--- config.mk ---
export PLATFORM = sky130hd
export DESIGN_NAME = adder_accumulate_ctrl
export DESIGN_NICKNAME = d
export VERILOG_FILES = /design/src/rtl/adder_accumulate_ctrl.sv
export SDC_FILE = /design/constraint.sdc
export NUM_CORES = 1
export LEC_CHECK = 0
export ABC_AREA = 1
export CORE_MARGIN = 2
export CORE_UTILIZATION = 28
export CTS_CLUSTER_SIZE = 28
export DETAILED_ROUTE_END_ITERATION = 6
export GPL_TIMING_DRIVEN = 0
export HOLD_SLACK_MARGIN = 0.06
export PLACE_DENSITY = 0.58
export SLEW_MARGIN = 5
export SYNTH_ARGS = -nofsm -noshare
export SYNTH_HDL_FRONTEND = slang
export SYNTH_SLANG_ARGS = --single-unit
--- constraint.sdc ---
create_clock -name clk -period 1.9 [get_ports clk]
set_clock_uncertainty 0.15 [all_clocks]
set_input_delay 0.285 -clock clk [delete_from_list [all_inputs] [get_ports clk]]
set_output_delay 0.285 -clock clk [all_outputs]
set_load 0.02 [all_outputs]
--- src/rtl/adder_accumulate_ctrl.sv ---
// -----------------------------------------------------------------------------
// adder_accumulate_ctrl
//
// Sequencing controller that sits on the inputs and output of an external
// combinational adder. It accepts a stream of len_i operands over a
// valid/ready handshake. Each operand is added to the running sum: the
// accumulator goes out on add_a_o, the operand passes through on add_b_o,
// and the adder result add_s_i is captured back into the accumulator. When
// the stream ends it reports the final sum, a sticky unsigned-wrap flag and a
// one-cycle done pulse.
//
// Ports
//   clk          rising-edge clock
//   rst          asynchronous, active-high reset
//   start_i      begin a new accumulation (sampled only while idle)
//   len_i        number of operands, sampled with start_i
//   in_valid_i   operand valid
//   in_data_i    operand
//   in_ready_o   operand accepted this cycle when in_valid_i is high
//   add_a_o      to adder a: accumulator register
//   add_b_o      to adder b: in_data_i pass-through
//   add_s_i      from adder s
//   sum_o        accumulator value
//   overflow_o   sticky: at least one addition wrapped
//   count_o      operands accepted in the current/last run
//   busy_o       high while accumulating and in the done cycle
//   done_o       one-cycle pulse, final result valid
// -----------------------------------------------------------------------------
module adder_accumulate_ctrl #(
    parameter int DATA_WIDTH  = 8,
    parameter int COUNT_WIDTH = 4
) (
    input  logic                   clk,
    input  logic                   rst,
    input  logic                   start_i,
    input  logic [COUNT_WIDTH-1:0] len_i,
    input  logic                   in_valid_i,
    input  logic [DATA_WIDTH-1:0]  in_data_i,
    output logic                   in_ready_o,
    output logic [DATA_WIDTH-1:0]  add_a_o,
    output logic [DATA_WIDTH-1:0]  add_b_o,
    input  logic [DATA_WIDTH-1:0]  add_s_i,
    output logic [DATA_WIDTH-1:0]  sum_o,
    output logic                   overflow_o,
    output logic [COUNT_WIDTH-1:0] count_o,
    output logic                   busy_o,
    output logic                   done_o
);

    typedef enum logic [1:0] {
        ST_IDLE = 2'd0,
        ST_ACC  = 2'd1,
        ST_DONE = 2'd2
    } state_t;

    localparam logic [COUNT_WIDTH-1:0] CNT_ZERO = {COUNT_WIDTH{1'b0}};
    localparam logic [COUNT_WIDTH-1:0] CNT_ONE  = {{(COUNT_WIDTH-1){1'b0}}, 1'b1};
    localparam logic [DATA_WIDTH-1:0]  ACC_ZERO = {DATA_WIDTH{1'b0}};

    state_t                   state_q,     state_d;
    logic [DATA_WIDTH-1:0]    acc_q,       acc_d;
    logic                     overflow_q,  overflow_d;
    logic [COUNT_WIDTH-1:0]   count_q,     count_d;
    logic [COUNT_WIDTH-1:0]   remaining_q, remaining_d;
    logic                     in_ready_q,  in_ready_d;
    logic                     busy_q,      busy_d;
    logic                     done_q,      done_d;

    logic                     fire_s;
    logic                     wrap_s;

    // Handshake and wrap detection. in_ready_q is high exactly in the
    // accumulate state, so it doubles as the state qualifier for a fire.
    // With no carry out, a modular sum smaller than the old accumulator
    // means the addition wrapped.
    always_comb begin
        fire_s = in_valid_i & in_ready_q;
        wrap_s = (add_s_i < acc_q);
    end

    // Next-state and next-output computation for the sequencing FSM.
    always_comb begin
        state_d     = state_q;
        acc_d       = acc_q;
        overflow_d  = overflow_q;
        count_d     = count_q;
        remaining_d = remaining_q;
        in_ready_d  = in_ready_q;
        busy_d      = busy_q;
        done_d      = 1'b0;

        case (state_q)
            ST_IDLE: begin
                in_ready_d = 1'b0;
                busy_d     = 1'b0;
                if (start_i) begin
                    acc_d       = ACC_ZERO;
                    overflow_d  = 1'b0;
                    count_d     = CNT_ZERO;
                    remaining_d = len_i;
                    busy_d      = 1'b1;
                    if (len_i != CNT_ZERO) begin
                        state_d    = ST_ACC;
                        in_ready_d = 1'b1;
                    end else begin
                        // Empty stream: report a zero result right away.
                        state_d = ST_DONE;
                        done_d  = 1'b1;
                    end
                end else begin
                    state_d = ST_IDLE;
                end
            end

            ST_ACC: begin
                if (fire_s) begin
                    acc_d       = add_s_i;
                    overflow_d  = overflow_q | wrap_s;
                    count_d     = count_q + CNT_ONE;
                    remaining_d = remaining_q - CNT_ONE;
                    if (remaining_q == CNT_ONE) begin
                        state_d    = ST_DONE;
                        in_ready_d = 1'b0;
                        done_d     = 1'b1;
                    end else begin
                        state_d = ST_ACC;
                    end
                end else begin
                    // Bubble: everything holds while in_data_i is ignored.
                    state_d = ST_ACC;
                end
            end

            ST_DONE: begin
                state_d    = ST_IDLE;
                in_ready_d = 1'b0;
                busy_d     = 1'b0;
            end

            default: begin
                state_d    = ST_IDLE;
                in_ready_d = 1'b0;
                busy_d     = 1'b0;
            end
        endcase
    end

    // State and datapath registers, including the registered handshake and
    // status outputs.
    always_ff @(posedge clk or posedge rst) begin
        if (rst) begin
            state_q     <= ST_IDLE;
            acc_q       <= ACC_ZERO;
            overflow_q  <= 1'b0;
            count_q     <= CNT_ZERO;
            remaining_q <= CNT_ZERO;
            in_ready_q  <= 1'b0;
            busy_q      <= 1'b0;
            done_q      <= 1'b0;
        end else begin
            state_q     <= state_d;
            acc_q       <= acc_d;
            overflow_q  <= overflow_d;
            count_q     <= count_d;
            remaining_q <= remaining_d;
            in_ready_q  <= in_ready_d;
            busy_q      <= busy_d;
            done_q      <= done_d;
        end
    end

    // The operand goes straight to the adder so its sum is ready this cycle.
    assign add_a_o    = acc_q;
    assign add_b_o    = in_data_i;
    assign sum_o      = acc_q;
    assign overflow_o = overflow_q;
    assign count_o    = count_q;
    assign in_ready_o = in_ready_q;
    assign busy_o     = busy_q;
    assign done_o     = done_q;

endmodule

==> metrics.csv, run 1 <==
metric,value,unit
nets@finish,240,
post-synthesis register bit count,21,
Plain + repair buffers,65,
top-level port count,56,
clk sinks,21,
Ant. Diodes,0,
sequential fraction of the synthesis area,41.0,%
cell count after synthesis,154,
Via Count,1100,
M3 GR Usage,3.94,%
fp util,29.3,%
Routed WL,2650,um
Startpoint Class,flip-flop,
Seq. cell area,526,um^2
drt drc,0,
Crit path buffers/inverters,2,
vias in the first global route,1000,
Late-Pin Clk Latency,0.26,ns
CP Capture Point,sum_o[0],
main flop type,dfrtp_1,
clock network area share,2.48,%
YS chip area,1280,um^2
Signal inverters,24,
RR Startpoint,done_o,
MaxCap Viol Count,0,
M1 GR Usage,15.0,%
Hold Crit Class,in -> async,
synth warn,0,
CTS H-Tree Depth,1,
leading power group,combinational cells,
Async SR Flop Fraction,100,%
top cells by count,"nand2_1 (35), inv_1 (23), dfrtp_1 (21)",
Top cells excl fill/tap,"clkdlybuf4s50_1 (47), nand2_1 (35), inv_1 (23)",
combinational group power,1.54,mW
Layout area overhead,45.4,%
crit path kind,reg -> out,
GRT Total Usage,11.0,%
"area leader, netlist",dfrtp_1,
CTS tree,done,
Top cells by area,"dfrtp_1 (41%), nand2_1 (10%), ha_1 (9.8%), buf_4 (9.4%), o21ai_0 (7.0%)",
clk slew on worst S/H paths,0.08,ns
top cell category,buffers,
Port-buffer cells,47,
time the worst path needs with I/O delays and setup,1.80,ns
CP max stage cell,clkdlybuf4s50_1,
Int Pwr,1.51,mW
postcts setup bufs,0,
leakage,0.899,nW
Tool Warnings,27,
fraction of layout cells with a size suffix above 1,13.7,%
vias per std cell,4.28,
Seq pwr share,29.2,%
Overflow after GRT,0,
CP top delay family,buffers and inverters,
Rel. slew slack,44.3,%
"Net Count, Synth",188,
VDD IR max,0.693,mV
Seq/total area,28.2,%
Final Max Slew Viols,0,
buffer share of cell area,32.6,%
clock buffer count from CTS,3,
die height,71.7,um
Top cell area share,41.0,%
"count leader, synth",nand2_1,
# resized after CTS,0,
clock-net power,308,uW
Worst Path Required,1.46,ns
P per Cell Area,1400,nW/um^2
Worst setup EP type,output pin,
Peak Freq,556,MHz
DIE AREA,5140,um^2
Largest register FFs,8,
Tcrit/Tclk final,94.6,%
logic gate share of total power,59.0,%
Final TNS setup,0,ns
R2R setup slack,0.45,ns
Clock Power Share,11.8,%
crit-path cells,"buf_4, clkdlybuf4s50_1",
library cells used by synthesis,22,
Slew @ Worst Pin,0.835,ns
RSZ-0062 raised after global routing,false,
Worst path max stage delay,0.58,ns
mean routed wirelength per cell,10.3,um
chip width,71.7,um
synthesized area per cell,8.33,um^2
largest net degree at the start of global routing,22,
number of enable flip-flop cells,0,
Top cell excl fill/tap,clkdlybuf4s50_1,
ys cells,154,
Hold Fails Final Rpt,0,
clkbuf count,3,
crit path max fanout,4,
Sw Ratio,41.9,%
initial antenna violation count,0,
logic area,531,um^2
global-route wire length before repair,4510,um
Post-DP HPWL,2100,um
Power Total,2.60,mW
clk buf depth,2,
Initial DRT Pass Iterations,4,
flip-flop and latch power,760,uW
R2R cell count,7,
M2 GR Usage,17.2,%
Starting DRT DRC Count,50,
reg2reg end,count_o[3],
Critical Path AT,1.36,ns
CP startpoint,add_a_o[0],
CTS root buf,clkbuf_8,
Comb/total area,28.5,%
Multi-Input Combinational,91,
fill cell count,452,
gr busiest metal,met2,
P_sw,1.09,mW
row cnt,24,
placer congestion estimate,0.778,
post-route ant nets,0,
# setup viols final,0,
Seq cells,21,
post-synth design cell area,1280,um^2
hold_buf cts,0,
status,completed,
CP Depth,2,
==> run 1: metrics by stage <==
stage                     hold WS [ns]  util, %  instances  setup WS [ns]  area, um^2
after detailed placement         0.316     41.5        253          0.118        1820
final                            0.327     42.5        257          0.102        1860
after global placement           0.313     41.5        253          0.134        1820
after floorplan                  0.112        -        154          0.404        1280
after global routing             0.400     42.5        257         0.0509        1860
after CTS                        0.337     42.5        257         0.0920        1860
==> run 1: cells by family after synthesis <==
logic type                 synth area share [%]
DFF                                        41.0
adders and majority gates                  9.76
and+or+nand+nor                            19.4
buffers and inverters                      17.7
AOI/OAI and AO/OA                          10.8
xor gates and xnor gates                   1.37
==> run 1: per-layer routing <==
layer	vias to the layer above	routed length, um
met4	0	6
met2	45	1190
met3	2	225
met5	-	0
li1	575	-
met1	478	1220
==> run_1/final_placement.png <==
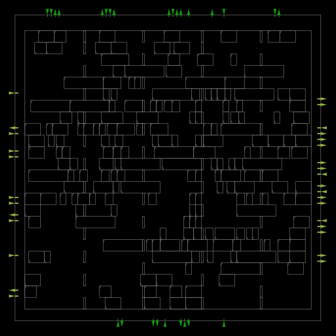
Tap Count: 52
CORE AREA: 4380 um^2
Non-Filler Instances: 257

==> run_1/port_nets.png <==
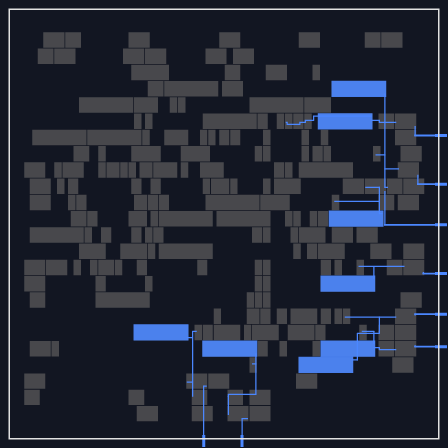
Blue stands for add_a_o, direction output, end cells 8, buffers 8, wire 167 um.

==> run_1/met2.png <==
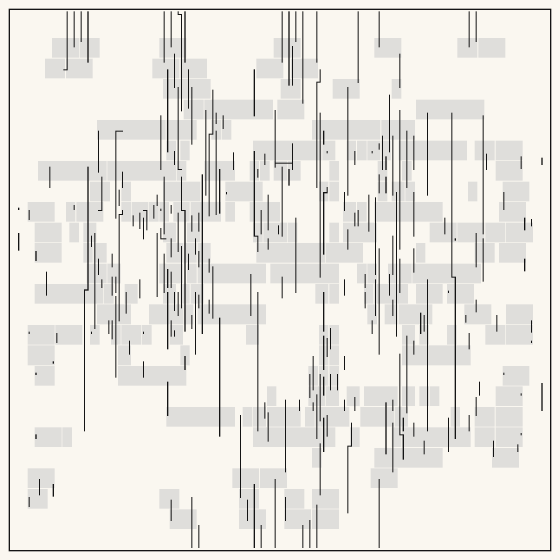
The layer carries 1190 um of wire. 186 nets have wire on it. The layer holds 45% of the routed length. The longest straight run is 21.8 um. The wires run mostly vertical.

==> run_1/met3.png <==
Bar = 20 um.
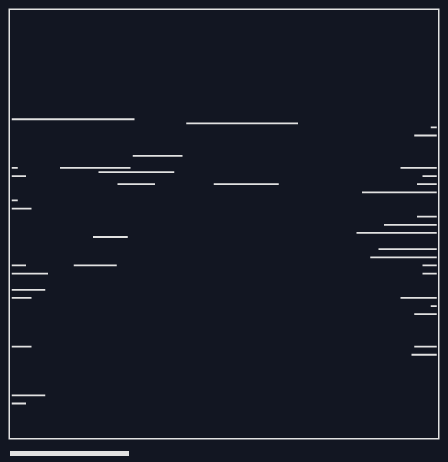
The longest straight run is 20.2 um. The wires run mostly horizontal. The layer holds 8.5% of the routed length. The layer carries 226 um of wire.

--- run 2 (diff from run 1) ---
--- a/config.mk
+++ b/config.mk
@@ -12,7 +12,7 @@
 export DETAILED_ROUTE_END_ITERATION = 6
 export GPL_TIMING_DRIVEN = 0
 export HOLD_SLACK_MARGIN = 0.06
-export PLACE_DENSITY = 0.58
+export PLACE_DENSITY = 0.6
 export SLEW_MARGIN = 5
 export SYNTH_ARGS = -nofsm -noshare
 export SYNTH_HDL_FRONTEND = slang
==> constraint.sdc (replaced) <==
create_clock -name clk -period 1.65 [get_ports clk]
set_clock_uncertainty 0.15 [all_clocks]
set_input_delay 0.2475 -clock clk [delete_from_list [all_inputs] [get_ports clk]]
set_output_delay 0.2475 -clock clk [all_outputs]
set_load 0.02 [all_outputs]
==> run_2/final_placement.png <==
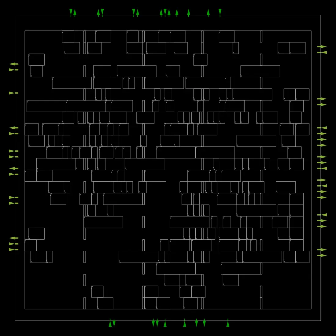
Seq/total area: 28.6%
final core utilization: 42.0%
fill cell count: 464
row cnt: 24

==> metrics.csv, run 2 <==
metric,value,unit
status,completed,
Ant. Diodes,0,
"mux frac, synth",0,%
Peak Freq,662,MHz
Largest register FFs,8,
postcts setup bufs,0,
Slew @ Worst Pin,0.866,ns
clk buf depth,2,
RR Startpoint,done_o,
drt drc,0,
nets@finish,240,
Rel. slew slack,42.2,%
Layout area overhead,43.5,%
Startpoint Class,flip-flop,
M3 GR Usage,3.09,%
sequential fraction of the synthesis area,41.0,%
Worst path max stage delay,0.41,ns
cell count after synthesis,154,
Worst setup EP type,output pin,
hold_buf cts,0,
Clock Power Share,12.1,%
"Design Area, Final",1840,um^2
fp util,29.3,%
CP max stage cell,dfrtp_1,
Sw Ratio,43.6,%
Hold Crit Class,in -> async,
"Simple Share, Synth",19.4,%
number of enable flip-flop cells,0,
clock buffer count from CTS,3,
Top cells excl fill/tap,"nand2_1 (35), inv_1 (23), clkdlybuf4s50_1 (23)",
"Net Count, Synth",188,
post-synthesis register bit count,21,
crit path max fanout,4,
time the worst path needs with I/O delays and setup,1.51,ns
M1 GR Usage,14.5,%
top cells by count,"nand2_1 (35), inv_1 (23), dfrtp_1 (21)",
combinational group power,1.61,mW
Top cell area share,41.0,%
post-synth design cell area,1280,um^2
M2 GR Usage,16.5,%
logic area,531,um^2
RSZ-0062 raised after global routing,false,
"area leader, netlist",dfrtp_1,
adder share,9.76,%
Top cell excl fill/tap,nand2_1,
global-route wire length before repair,4360,um
Non-Filler Instances,257,
Final TNS setup,0,ns
initial antenna violation count,0,
vias per std cell,4.20,
"top comb family, area",simple AND/OR/NAND/NOR gates,
top-level port count,56,
R2R cell count,5,
pre-CTS WS,-0.0760,ns
VDD IR max,0.749,mV
gr busiest metal,met2,
CP Capture Point,sum_o[0],
chip width,71.7,um
Overflow after GRT,0,
Via Count,1080,
leading power group,combinational cells,
GRT Total Usage,10.7,%
clk sinks,21,
Metal-1 WL,1270,um
xor+xnor area frac,1.37,%
CTS H-Tree Depth,1,
placed cell count,253,
Tool Warnings,27,
library cells used by synthesis,22,
Power Total,2.83,mW
clock-net power,342,uW
largest net degree at the start of global routing,22,
met2 wire len,1130,um
crit-path cells,"buf_4, dlygate4sd2_1",
CTS tree,done,
MaxCap Viol Count,0,
post-route ant nets,0,
Port-buffer cells,47,
Top cells by area,"dfrtp_1 (41%), nand2_1 (10%), ha_1 (9.8%), buf_4 (9.4%), o21ai_0 (7.0%)",
Initial DRT Pass Iterations,4,
Hold Fails Final Rpt,0,
crit path kind,reg -> out,
P per Cell Area,1540,nW/um^2
Seq pwr share,30.9,%
Async SR Flop Fraction,100,%
fraction of layout cells with a size suffix above 1,13.2,%
synthesized area per cell,8.33,um^2
Int Pwr,1.59,mW
ys cells,154,
Final Max Slew Viols,0,
CP startpoint,add_a_o[0],
Worst Path Required,1.25,ns
Late-Pin Clk Latency,0.26,ns
"count leader, synth",nand2_1,
die height,71.7,um
clk slew on worst S/H paths,0.08,ns
aoi share,10.8,%
CTS root buf,clkbuf_8,
P_sw,1.23,mW
vias in the first global route,968,
metal3 WL,189,um
Routed WL,2630,um
R2R setup slack,0.20,ns
DP Area,1820,um^2
DIE AREA,5140,um^2
Post-DP HPWL,2060,um
YS chip area,1280,um^2
flip-flop and latch power,872,uW
reg2reg end,add_a_o[4],
# setup viols final,0,
mean routed wirelength per cell,10.2,um
Starting DRT DRC Count,52,
synth warn,0,
main flop type,dfrtp_1,
top sig layer,met4,
Seq. cell area,526,um^2
Tcrit/Tclk final,91.5,%
leakage,0.986,nW
CORE AREA,4380,um^2
Critical Path AT,1.11,ns
final setup margin,0.140,ns
placer congestion estimate,0.760,
worst hold margin,0.310,ns
logic gate share of total power,57.0,%
==> run_2/met2.png <==
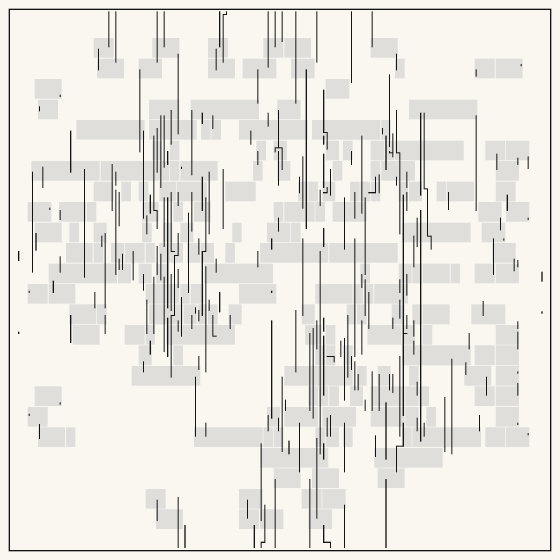
The longest straight run is 30.6 um. The layer holds 43% of the routed length.

run 2: cell counts after synthesis:
No cell type changed its count.
run 2: critical path, delay by kind of cell (launching register included):
family | cells | cell delay [ns]
flops | 1 | 0.41
buf+inv | 2 | 0.45
run 2: final cells by class:
| class | instances | share of cell area (%) |
|---|---|---|
| plain buffers | 18 | 7.41 |
| clock buffers | 4 | 2.45 |
| inverters | 24 | 4.89 |
| multi-input cells | 91 | 28.8 |
| flip-flops and latches | 21 | 28.6 |
| well taps | 52 | 3.54 |
| repair buffers | 47 | 24.3 |
run 2: what timing repair did:
action,4_1_cts,5_1_grt
endpoints found under the setup margin,22,2
cloned,0,0
gates resized,22,2
endpoints found under the hold margin,0,0
Power figures rest on the tool's default switching activity, not on a simulated workload.
